--- config.mk ---
export PLATFORM = sky130hd
export DESIGN_NAME = voice_req_enc
export DESIGN_NICKNAME = d
export VERILOG_FILES = /design/src/rtl/voice_req_enc.sv
export SDC_FILE = /design/constraint.sdc
export NUM_CORES = 1
export LEC_CHECK = 0
export ABC_AREA = 1
export ABC_CLOCK_PERIOD_IN_PS = 2350
export CAP_MARGIN = 30
export CORE_MARGIN = 1
export CORE_UTILIZATION = 47
export CTS_CLUSTER_DIAMETER = 30
export DETAILED_ROUTE_END_ITERATION = 10
export PLACE_DENSITY = 0.83
export SYNTH_ARGS = -nofsm -noshare
export SYNTH_HDL_FRONTEND = slang
export SYNTH_SLANG_ARGS = --single-unit
--- constraint.sdc ---
create_clock -name clk -period 2.35 [get_ports clk]
set_clock_uncertainty 0.1 [all_clocks]
set_input_delay 0.3525 -clock clk [delete_from_list [all_inputs] [get_ports clk]]
set_output_delay 0.3525 -clock clk [all_outputs]
set_load 0.01 [all_outputs]
--- src/rtl/voice_req_enc.sv ---
// Sequential 8-to-3 request encoder: latches active-low voice requests and offers one
// channel at a time over a valid/ack handshake. Define VOICE_REQ_RR_EN for round-robin selection.
module voice_req_enc (
    input  logic       clk,
    input  logic       reset,
    input  logic [7:0] req_n,
    input  logic       enable,
    input  logic       ack,
    output logic       valid,
    output logic [2:0] index,
    output logic [7:0] grant_n,
    output logic [7:0] pending
);

    typedef enum logic [0:0] {
        ST_IDLE  = 1'b0,
        ST_OFFER = 1'b1
    } state_t;

    state_t     state_r;
    state_t     state_s;
    logic [7:0] pending_r;
    logic [7:0] pending_s;
    logic [7:0] clr_s;
    logic       valid_r;
    logic       valid_s;
    logic [2:0] index_r;
    logic [2:0] index_s;
    logic [7:0] grant_n_r;
    logic [7:0] grant_n_s;
    logic [2:0] winner_s;

    function automatic logic [7:0] onehot8(input logic [2:0] idx);
        onehot8 = 8'd1 << idx;
    endfunction

    // First set bit of vec scanning upward from start, wrapping 7 -> 0.
    function automatic logic [2:0] first_from(input logic [7:0] vec, input logic [2:0] start);
        logic [2:0] pos;
        logic       found;
        first_from = 3'd0;
        found      = 1'b0;
        for (int i = 0; i < 8; i++) begin
            pos = start + i[2:0];
            if (!found && vec[pos]) begin
                first_from = pos;
                found      = 1'b1;
            end
        end
    endfunction

`ifdef VOICE_REQ_RR_EN
    logic [2:0] ptr_r;
    logic [2:0] ptr_s;

    assign winner_s = first_from(pending_r, ptr_r);
`else
    assign winner_s = first_from(pending_r, 3'd0);
`endif

    // Next-state, offer outputs and pending update; a request held low through its ack re-sets its bit.
    always_comb begin
        state_s   = state_r;
        valid_s   = valid_r;
        index_s   = index_r;
        grant_n_s = grant_n_r;
        clr_s     = 8'h00;
`ifdef VOICE_REQ_RR_EN
        ptr_s     = ptr_r;
`endif
        case (state_r)
            ST_IDLE: begin
                if (enable && (pending_r != 8'h00)) begin
                    state_s   = ST_OFFER;
                    valid_s   = 1'b1;
                    index_s   = winner_s;
                    grant_n_s = ~onehot8(winner_s);
                end else begin
                    valid_s   = 1'b0;
                    grant_n_s = 8'hFF;
                end
            end
            ST_OFFER: begin
                if (ack) begin
                    clr_s     = onehot8(index_r);
`ifdef VOICE_REQ_RR_EN
                    ptr_s     = index_r + 3'd1;
`endif
                    valid_s   = 1'b0;
                    grant_n_s = 8'hFF;
                    state_s   = ST_IDLE;
                end else begin
                    valid_s   = 1'b1;
                    grant_n_s = grant_n_r;
                end
            end
            default: begin
                state_s   = ST_IDLE;
                valid_s   = 1'b0;
                grant_n_s = 8'hFF;
            end
        endcase
        pending_s = (pending_r & ~clr_s) | ~req_n;
    end

    // State, pending and registered offer outputs.
    always_ff @(posedge clk) begin
        if (reset) begin
            state_r   <= ST_IDLE;
            pending_r <= 8'h00;
            valid_r   <= 1'b0;
            index_r   <= 3'd0;
            grant_n_r <= 8'hFF;
`ifdef VOICE_REQ_RR_EN
            ptr_r     <= 3'd0;
`endif
        end else begin
            state_r   <= state_s;
            pending_r <= pending_s;
            valid_r   <= valid_s;
            index_r   <= index_s;
            grant_n_r <= grant_n_s;
`ifdef VOICE_REQ_RR_EN
            ptr_r     <= ptr_s;
`endif
        end
    end

    assign valid   = valid_r;
    assign index   = index_r;
    assign grant_n = grant_n_r;
    assign pending = pending_r;

endmodule

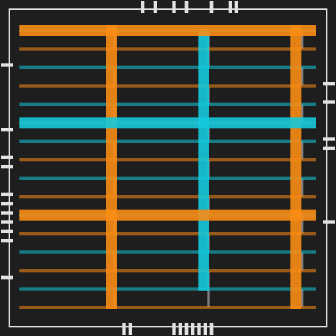
Fig. 1. Floorplan with the power grid (run 1).
Pins as bars on the die edge. Tap cells in gray.
VSS -> orange
VDD -> cyan
met5 straps = 3
signal pins = 32
met1 rails = 16
rows = 15
Die X: 46.5 µm
CORE AREA: 1780 µm²

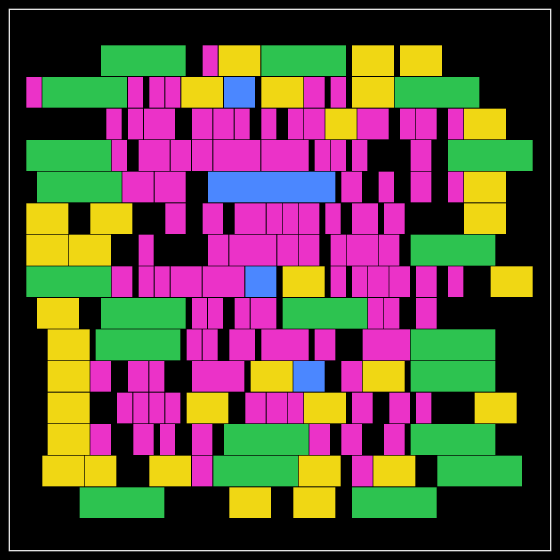
Fig. 2. Cell classes on the final placement (run 1).
flops -> green  # cells 20, share of their area 31%
other buffers and delay cells -> yellow  # cells 33, share of their area 25%
clock drivers and dummy loads -> blue  # cells 4, share of their area 4.1%
combinational and other logic -> magenta  # cells 101, share of their area 40%

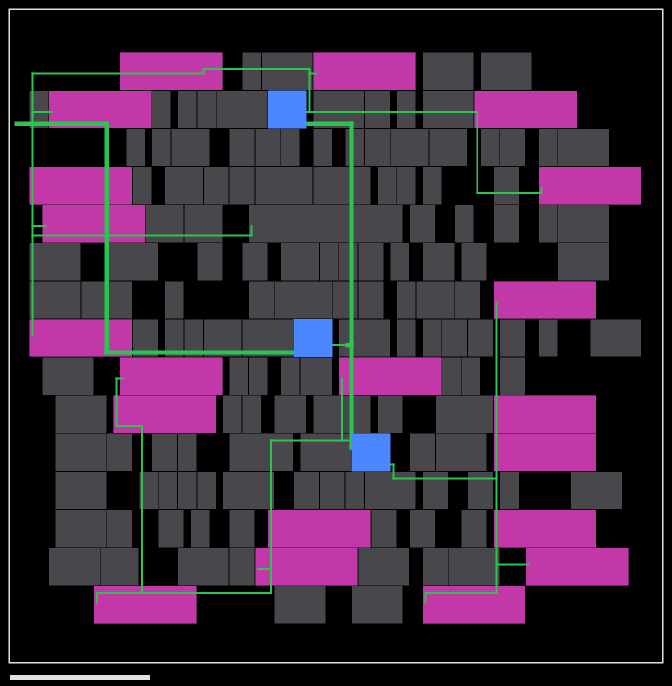
Fig. 3. Clock wires, drivers and flops (run 1).
The bar under the picture is 10 µm long.
flip-flops -> magenta  # count 20
clock wires -> green  # length 251 µm
clock drivers -> blue  # count 3
flops lie = widely spread
routed clock nets = 4
Clk network pwr share: 33.9%
Latency at later pin: 310 ps
power in the clock group: 0.000287 W

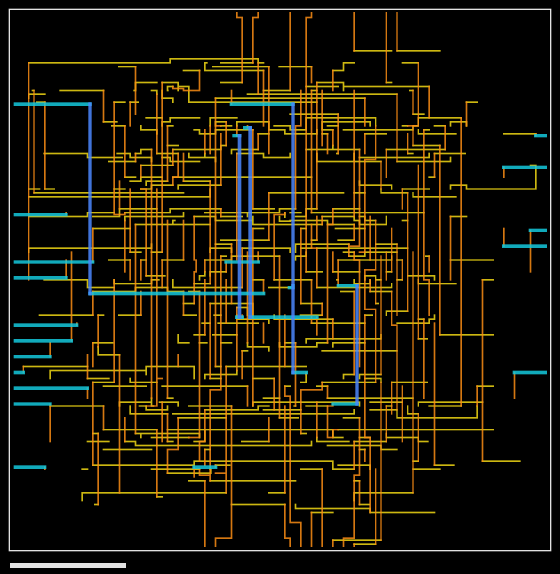
Fig. 4. Routed metal, one color a layer (run 1).
The bar under the picture is 10 µm long.
metal 3 -> cyan  # wire length 95.8 µm
metal 4 -> blue  # wire length 81.6 µm
metal 1 -> yellow  # wire length 1050 µm
metal 2 -> orange  # wire length 1110 µm

-- run 1: synth_stat cells (all sizes together) --
master	instances	area, µm²
a21oi	8	40.0
buf	2	10.0
clkbuf	1	3.75
dfxtp	20	400
inv	16	60.1
nand2	22	90.1
nand3	19	100
nand3b	3	22.5
nand4	2	18.8
nor2	13	83.8
nor3	2	10.0
o211ai	3	22.5
o21ai	11	55.1
o21bai	1	7.51
o31ai	1	7.51
-- run 1: flip-flops by register name, indices dropped and copies added, names as in the netlist --
signal and count:
grant_n 8, pending 8, index 3, valid 1
-- run 1: power breakdown --
group,switching [W],internal (W)
sequential,0.0000268,0.000362
clock,0.000115,0.000172
combinational,0.0000851,0.0000869
-- run 1: layout make-up --
class | instances | area, µm² | share of cell area (%)
Clock buffer | 3 | 22.5 | 1.70
Clock inverter | 1 | 30.0 | 2.26
Inverter | 16 | 60.1 | 4.52
Multi-Input combinational cell | 85 | 458 | 34.5
Sequential cell | 20 | 400 | 30.2
Tap cell | 25 | 31.3 | 2.36
Timing Repair Buffer | 33 | 325 | 24.5
-- run 1: per-stage QoR --
step                      worst slack, ps  utilization [%]  std cells  total power [W]
after floorplan                      1020                -        124         0.000482
after global placement                728             71.5        179         0.000563
after detailed placement              703             71.5        179         0.000566
after CTS                             506             74.5        183         0.000851
after global routing                  446             74.5        183         0.000884
final                                 517             74.5        183         0.000848
-- run 1: metal layers --
layer  track usage (%)  wire length [µm]  up-vias
li1                  -                 -      484
met4              15.9                81        0
met5                 0                 0        -
met1              29.1              1050      426
met3              5.88                95       11
met2              39.7              1110       29
-- run 1: cell families (layout without fill, tap and decap cells) --
logic type      Yosys count  count (layout)  share of synthesized area (%)
simple gates             61              61                           34.9
flops                    20              20                           43.0
buf+inv                  19              53                           7.92
compound gates           24              24                           14.2
==> flow_summary_export.csv, run 1 <==
group,metric,value,unit
outcome,status,"finished clean",
setup_path,worst_r2r_path_depth,7,
clock_tree,numCtsBuffers,3,
setup_path,cp_max_fo,7,
routing,drt_wl_total,2330,µm
setup_path,worstPathCellList,"clkdlybuf4s50_1",
timing,hold_viol,0,
min_path,holdPathStages,2,
layout,fin_nets,171,
min_path,hp-class,"flop to flop",
setup_path,worstSetupEndpoint,"pending[4]",
grt,antenna_found_initial,0,
min_path,hold_path_end,"grant_n[6]",
setup_path,path_class,"flop to output pin",
timing,finalSetupViolCount,0,
setup_path,rrSetupSlack,850,ps
yosys,postSynthCellCount,124,
placement,io_buffer_count,31,
setup_path,end_kind,"output pin",
layout,fillCellCount,143,
yosys,yosysUniqueCellTypes,21,
setup_path,startpoint,"pending[4]",
clock_tree,cts-root-buf,"clkbuf_4",
yosys,avgSynthCellArea,7.52,µm²
setup_path,cp_slowest_cell,"clkdlybuf4s50_1",
routing,ant_nets,0,
timing,holdWs,383,ps
floorplanning,io_pins,32,
setup_path,max_stage_delay,590,ps
timing,slew_violations,0,
setup_path,r2r-end,"grant_n[7]",
yosys,syn_nets,136,
clock_tree,cts_tree,"yes",
yosys,ys_cells,124,
timing,setup_tns,0,ps
grt,grt_max_degree,13,
flow_run,warnings,26,
timing,layout_min_cycle_time,1830,ps
setup_path,crit_required,1900,ps
floorplanning,die-area,2170,µm²
clock_tree,clkTransAtPathRegs,120,ps
routing,viasPerCell,5.19,
yosys,ys_chip_area,932,µm²
setup_path,cp.arrival,1380,ps
clock_tree,cts_sinks,20,
routing,vias,950,
layout,drive_gt1_share,9.49,%
yosys,synth_seq_share,43.0,%
floorplanning,initial_core_util,52.3,%
grt,grt_pass1_wl,3740,µm
layout,final_cell_area,1330,µm²
placement,dpl_cell_area,1270,µm²
floorplanning,rows,15,
routing,drtIter0Drc,19,
grt,grt_overflow,0,
layout,layout_top_cells,"31 x clkdlybuf4s50_1, 21 x nand2_1, 20 x dfxtp_1",
clock_tree,cts_buffer_depth,2,
clock_tree,ctsHoldBuffers,0,
placement,hpwl,1710,µm
grt,grt_pass1_vias,875,
timing,finalCritPeriodShare,78.0,%
clock_tree,postCtsSetupRepairBufs,0,
layout,n_antenna_cell,0,
layout,layout.cells.most_common,"clkdlybuf4s50_1",
setup_path,path_delay_family,"buffers and inverters",
routing,wire_per_inst,12.8,µm
yosys,netlist_area,932,µm²
timing,tightestPinTransition,328,ps
setup_path,rr_startpoint,"pending[2]",
yosys,ys_warn_count,0,
timing,rsz0062_at_grt,"false",
flow_run,maxCapViolCount,0,
clock_tree,h-tree-depth,1,
power,ir_drop,0.489,mV
grt,grt_use_total,24.8,%
routing,drcViolationCount,0,
power,powerDensity,639,nW/µm²
timing,slew_headroom,78.1,%
routing,first_pass_iters,4,
placement,gp_congestion,0.817,
setup_path,startpoint_type,"flop",
==> run 2: changes to the inputs <==
Settings changed: ABC_CLOCK_PERIOD_IN_PS 2350 to 1800, CORE_UTILIZATION 47 to 44, PLACE_DENSITY 0.83 to 0.78.
Clock period 2.35 ns to 1.8 ns, I/O delays scaled along.
==> run 2 against run 1 <==
Critical path depth stayed put; routed wire length fell by 8.9%; sequential power is about 30% higher; largest power group unchanged; critical endpoint unchanged; combinational power is 29% higher; non-clock buffer count unchanged; via count fell by 3.3%; count of clock-buffer cells in the layout is the same; global-route usage is 3.3 points lower.
==> flow_summary_export.csv, run 2 <==
group,metric,value,unit
placement,io_buffer_count,31,
yosys,flop_cell,"dfxtp_1",
outcome,status,"finished clean",
yosys,netlist_area,932,µm²
yosys,ys_chip_area,932,µm²
grt,grt_pass1_wl,3350,µm
floorplanning,io_pins,32,
yosys,synth_seq_share,43.0,%
routing,drcViolationCount,0,
yosys,synth.cellmix.simpleShare,34.9,%
setup_path,cp.arrival,1350,ps
setup_path,path_delay_family,"buffers and inverters",
yosys,ys_warn_count,0,
yosys,edf_count,0,
power,p_comb_share,23.8,%
setup_path,cp_max_fo,7,
yosys,compound_area_share,14.2,%
grt,grt_pass1_vias,786,
clock_tree,postCtsSetupRepairBufs,0,
power,internal_power,0.000664,W
yosys,synth.area.mux_share,0,%
power,powerDensity,717,nW/µm²
placement,gp_congestion,0.874,
yosys,ys_top_cells_by_area,"dfxtp_1 43%, nand3_1 9.7%, nand2_1 8.5%",
timing,setup_tns,0,ps
routing,vias,919,
routing,viasPerCell,4.99,
routing,first_pass_iters,4,
timing,finalCritPeriodShare,95.6,%
clock_tree,ctsHoldBuffers,0,
routing,drtIter0Drc,19,
yosys,synth.most_common_cell,"nand2_1",
grt,grt_max_degree,12,
timing,slew_headroom,78.1,%
clock_tree,numCtsBuffers,3,
clock_tree,cts_tree,"yes",
setup_path,worstPathCellList,"clkdlybuf4s50_1",
yosys,async_flop_share,0,%
floorplanning,die_w,48.0,µm
timing,hold_viol,0,
power,pwr-share-seq,54.3,%
min_path,hp-class,"flop to flop",
placement,hpwl,1630,µm
yosys,xor_area_share,0,%
power,swShare,28.8,%
yosys,top_area_share,43.0,%
flow_run,warnings,26,
clock_tree,cts_buffer_depth,2,
yosys,ys_sh_adder,0,%
layout,drive_gt1_share,9.55,%
timing,layout_min_cycle_time,1720,ps
floorplanning,initial_core_util,47.0,%
power,p_switching,0.000269,W
yosys,ys_cells,124,
power,p_clk_share,21.9,%
floorplanning,rows,16,
clock_tree,cts-root-buf,"clkbuf_4",
yosys,syn_nets,136,
yosys,top_cells_by_count,"21 x nand2_1, 20 x dfxtp_1, 18 x nand3_1, 16 x inv_1, 10 x o21ai_0",
timing,rsz0062_at_grt,"false",
layout,n_antenna_cell,0,
power,ir_drop,0.465,mV
layout,layout_top_cells,"31 x clkdlybuf4s50_1, 21 x nand2_1, 19 x dfxtp_1",
layout,fin_nets,171,
yosys,top_area_cell,"dfxtp_1",
setup_path,startpoint_type,"flop",
layout,fin_cells,184,
clock_tree,h-tree-depth,1,
layout,fillCellCount,169,
timing,tightestPinTransition,329,ps
timing,slew_violations,0,
floorplanning,coreArea,1980,µm²
routing,drt_wl_total,2130,µm
setup_path,crit_required,1430,ps
yosys,avgSynthCellArea,7.52,µm²
yosys,logic_family,"simple AND/OR/NAND/NOR gates",
## run 2: cell types whose count changed in the layout (fill, tap and decap cells not counted)
cell       before  now
bufinv_16       1    0
dfxtp_1        20   19
dfxtp_2         0    1
## run 2: area by class of cell
class                      count  area [µm²]  share of cell area, %
multi-input combinational     85         458                   35.2
sequential                    20         402                   30.9
timing repair buffer          33         325                   25.0
inverter                      16        60.1                   4.62
tap                           27        33.8                   2.60
clock buffer                   3        22.5                   1.73
## run 2: final timing paths
check	depth (start not counted)	end	slack, ps	startpoint
min	2	grant_n[6]	380	grant_n[6]
max reg2reg	5	grant_n[2]	340	valid
max	1	pending[4]	80	pending[4]
min reg2reg	2	grant_n[6]	380	grant_n[6]
## run 2: kinds of logic (layout without fill, tap and decap cells)
logic type,after synthesis,count (layout)
and+or+nand+nor,61,61
AOI/OAI and AO/OA,24,24
DFF,20,20
buffers and inverters,19,52
## run 2: per-layer routing
layer	vias to the layer above	wire, µm	track usage, %
li1	482	-	-
met1	413	999	28.1
met2	19	1010	33.8
met3	5	68	2.26
met4	0	48	13.3
met5	-	0	0
## run 2: power by group through the flow
stage | logic, W | registers [W] | clock network [W]
after detailed placement | 0.000221 | 0.000516 | 0
after floorplan | 0.000105 | 0.000524 | 0
after global routing | 0.000246 | 0.000511 | 0.000232
after global placement | 0.000219 | 0.000514 | 0
final | 0.000222 | 0.000506 | 0.000204
after CTS | 0.000223 | 0.000505 | 0.000209
## run 2: per-stage QoR
step                total power, W  setup WS (ps)  hold slack [ps]  instance area, µm²  utilization (%)
floorplan                 0.000629            471              266                 932                -
finish                    0.000933           79.8              380                1300             65.7
CTS                       0.000937           72.1              384                1300             65.6
global placement          0.000734            200              356                1280             64.5
detailed placement        0.000737            202              356                1280             64.5
global route              0.000989           8.77              414                1300             65.7
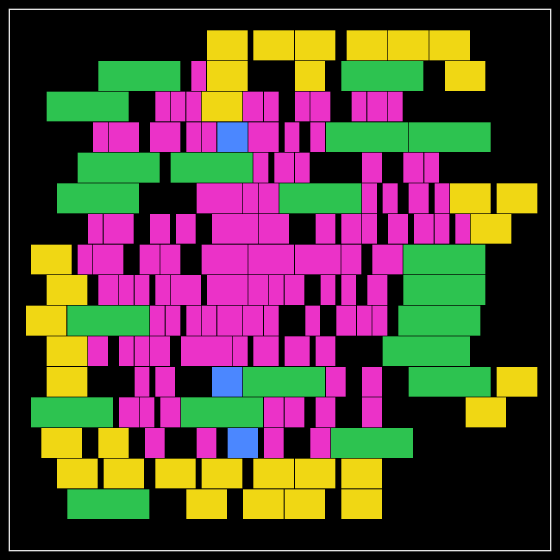
Fig. 5. Cell classes on the final placement (run 2).
clock drivers -> blue  # cells 3, share of their area 1.8%
combinational and other logic -> magenta  # cells 101, share of their area 41%
flops -> green  # cells 20, share of their area 32%
other buffers and delay cells -> yellow  # cells 33, share of their area 26%

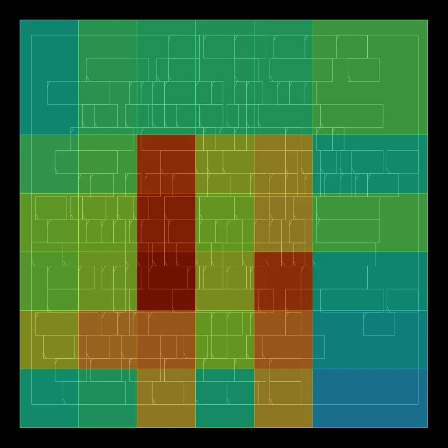
Fig. 6. Routing congestion map (run 2).
met3 usage: 2.26%
Wirelength per Cell: 11.6 µm
final core utilization: 65.7%
GR met1 Demand/Resource: 28.1%

==> run 3: changes to the inputs <==
Settings changed: ABC_CLOCK_PERIOD_IN_PS 1800 to 1450, CORE_UTILIZATION 44 to 39, PLACE_DENSITY 0.78 to 0.73.
Clock period 1.8 ns to 1.45 ns, I/O delays scaled along.
==> run 3 against run 2 <==
Core utilization fell by 4.6 points; flip-flop count stayed put; die area increased by 12%; clock power up 61%; critical endpoint is now index[2]; largest power group unchanged.
==> flow_summary_export.csv, run 3 <==
group,metric,value,unit
outcome,status,"finished clean",
clock_tree,cts_sinks,20,
yosys,ys_chip_area,932,µm²
routing,drcViolationCount,0,
flow_run,warnings,27,
setup_path,cp_max_fo,5,
clock_tree,postCtsSetupRepairBufs,0,
placement,dp_cells,189,
power,ir_drop,0.721,mV
timing,layout_min_cycle_time,1400,ps
grt,grt_pass1_vias,904,
setup_path,worstPathCellList,"nor2_4 > nand2_4 > nor2_4 > nor2_4 > buf_4 > o211ai_1 > inv_1",
clock_tree,numCtsBuffers,3,
timing,hold_viol,0,
setup_path,end_kind,"flop",
yosys,top_area_cell,"dfxtp_1",
yosys,ys_cells,124,
grt,grt_use_total,20.7,%
layout,fin_nets,178,
grt,antenna_found_initial,0,
layout,drive_gt1_share,19.4,%
yosys,ys_top_cells_by_area,"dfxtp_1 43%, nand3_1 9.7%, nand2_1 8.5%",
yosys,ys_warn_count,0,
yosys,netlist_area,932,µm²
yosys,avgSynthCellArea,7.52,µm²
placement,gp_congestion,0.904,
placement,pre_cts_ws,-164,ps
layout,logic_area,463,µm²
power,powerDensity,911,nW/µm²
flow_run,maxCapViolCount,0,
setup_path,cp.arrival,1510,ps
yosys,postSynthCellCount,124,
placement,io_buffer_count,31,
floorplanning,rows,17,
routing,first_pass_iters,4,
floorplanning,coreArea,2230,µm²
yosys,flop_cell,"dfxtp_1",
clock_tree,insertion_delay,300,ps
yosys,top_cells_by_count,"21 x nand2_1, 20 x dfxtp_1, 18 x nand3_1, 16 x inv_1, 10 x o21ai_0",
layout,area.sequential,415,µm²
min_path,hp-class,"primary input to flop",
==> run 3: netlist changes by cell type in the layout (fill, tap and decap cells not counted), sizes merged <==
cell / before / now
clkbuf: 3 / 4
dlygate4sd2: 0 / 20
buf: 2 / 9
clkdlybuf4s50: 31 / 11
==> run 3: power by group <==
group | switching [W] | leakage [nW] | internal [W]
sequential | 0.0000372 | 0.168 | 0.000590
combinational | 0.000150 | 0.424 | 0.000135
clock | 0.000176 | 0.0210 | 0.000153
==> run 3: final cells by class <==
| cell class | count | area share (%) |
|---|---|---|
| timing repair buffer | 40 | 25.9 |
| clock buffer | 4 | 2.66 |
| sequential | 20 | 30.5 |
| tap | 28 | 2.57 |
| multi-input combinational | 85 | 34.0 |
| inverter | 16 | 4.41 |
==> run 3: path summary, 6_finish.rpt <==
| kind | startpoint | to | slack [ps] | depth (start not counted) |
|---|---|---|---|---|
| hold / removal | req_n[5] | pending[5] | 350 | 2 |
| setup / recovery | pending[1] | index[2] | 50 | 7 |
| hold reg to reg | grant_n[7] | grant_n[7] | 380 | 2 |
| setup reg to reg | pending[1] | index[2] | 50 | 7 |
==> run 3: logic make-up (layout without fill, tap and decap cells) <==
| family | after synthesis | in the layout | synth area share, % |
|---|---|---|---|
| AOI/OAI and AO/OA | 24 | 24 | 14.2 |
| buffers and inverters | 19 | 60 | 7.92 |
| DFF | 20 | 20 | 43.0 |
| and+or+nand+nor | 61 | 61 | 34.9 |
==> run 3: layer usage <==
layer	GRT usage (%)	vias up	routed length, µm
met1	25.2	453	1150
li1	-	494	-
met4	11.1	0	61
met5	0	-	0
met2	33.8	20	1190
met3	4.76	8	75
==> run 3: what timing repair did <==
item | 4_1_cts | 5_1_grt
endpoints found under the setup margin | 22 | 5
gates resized | 31 | 2
hold endpoints to repair | 0 | 0
pin swaps | 0 | 2
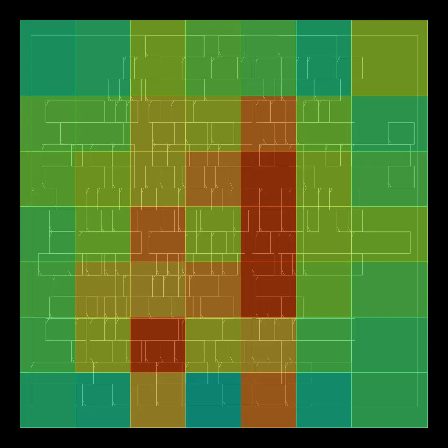
Fig. 7. Routing congestion map (run 3).
GR met1 Demand/Resource: 25.2%
final core utilization: 61.0%
met3 usage: 4.76%

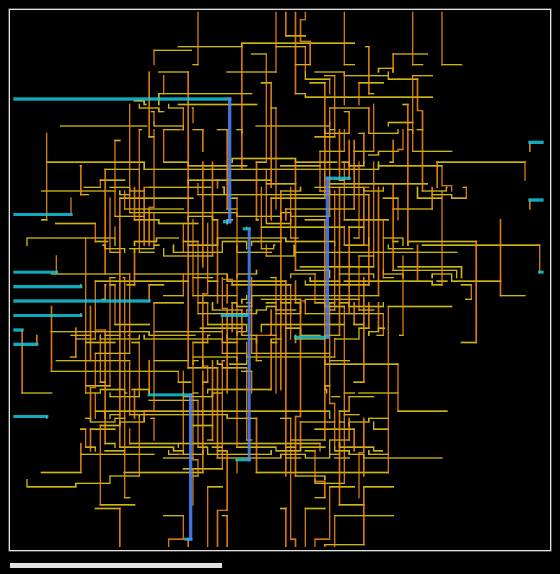
Fig. 8. Routed metal, one color a layer (run 3).
The bar under the picture is 20 µm long.
metal 1 -> yellow  # wire length 1150 µm
metal 4 -> blue  # wire length 61.9 µm
metal 2 -> orange  # wire length 1190 µm
metal 3 -> cyan  # wire length 75.9 µm

Power figures rest on the tool's default switching activity, not on a simulated workload.
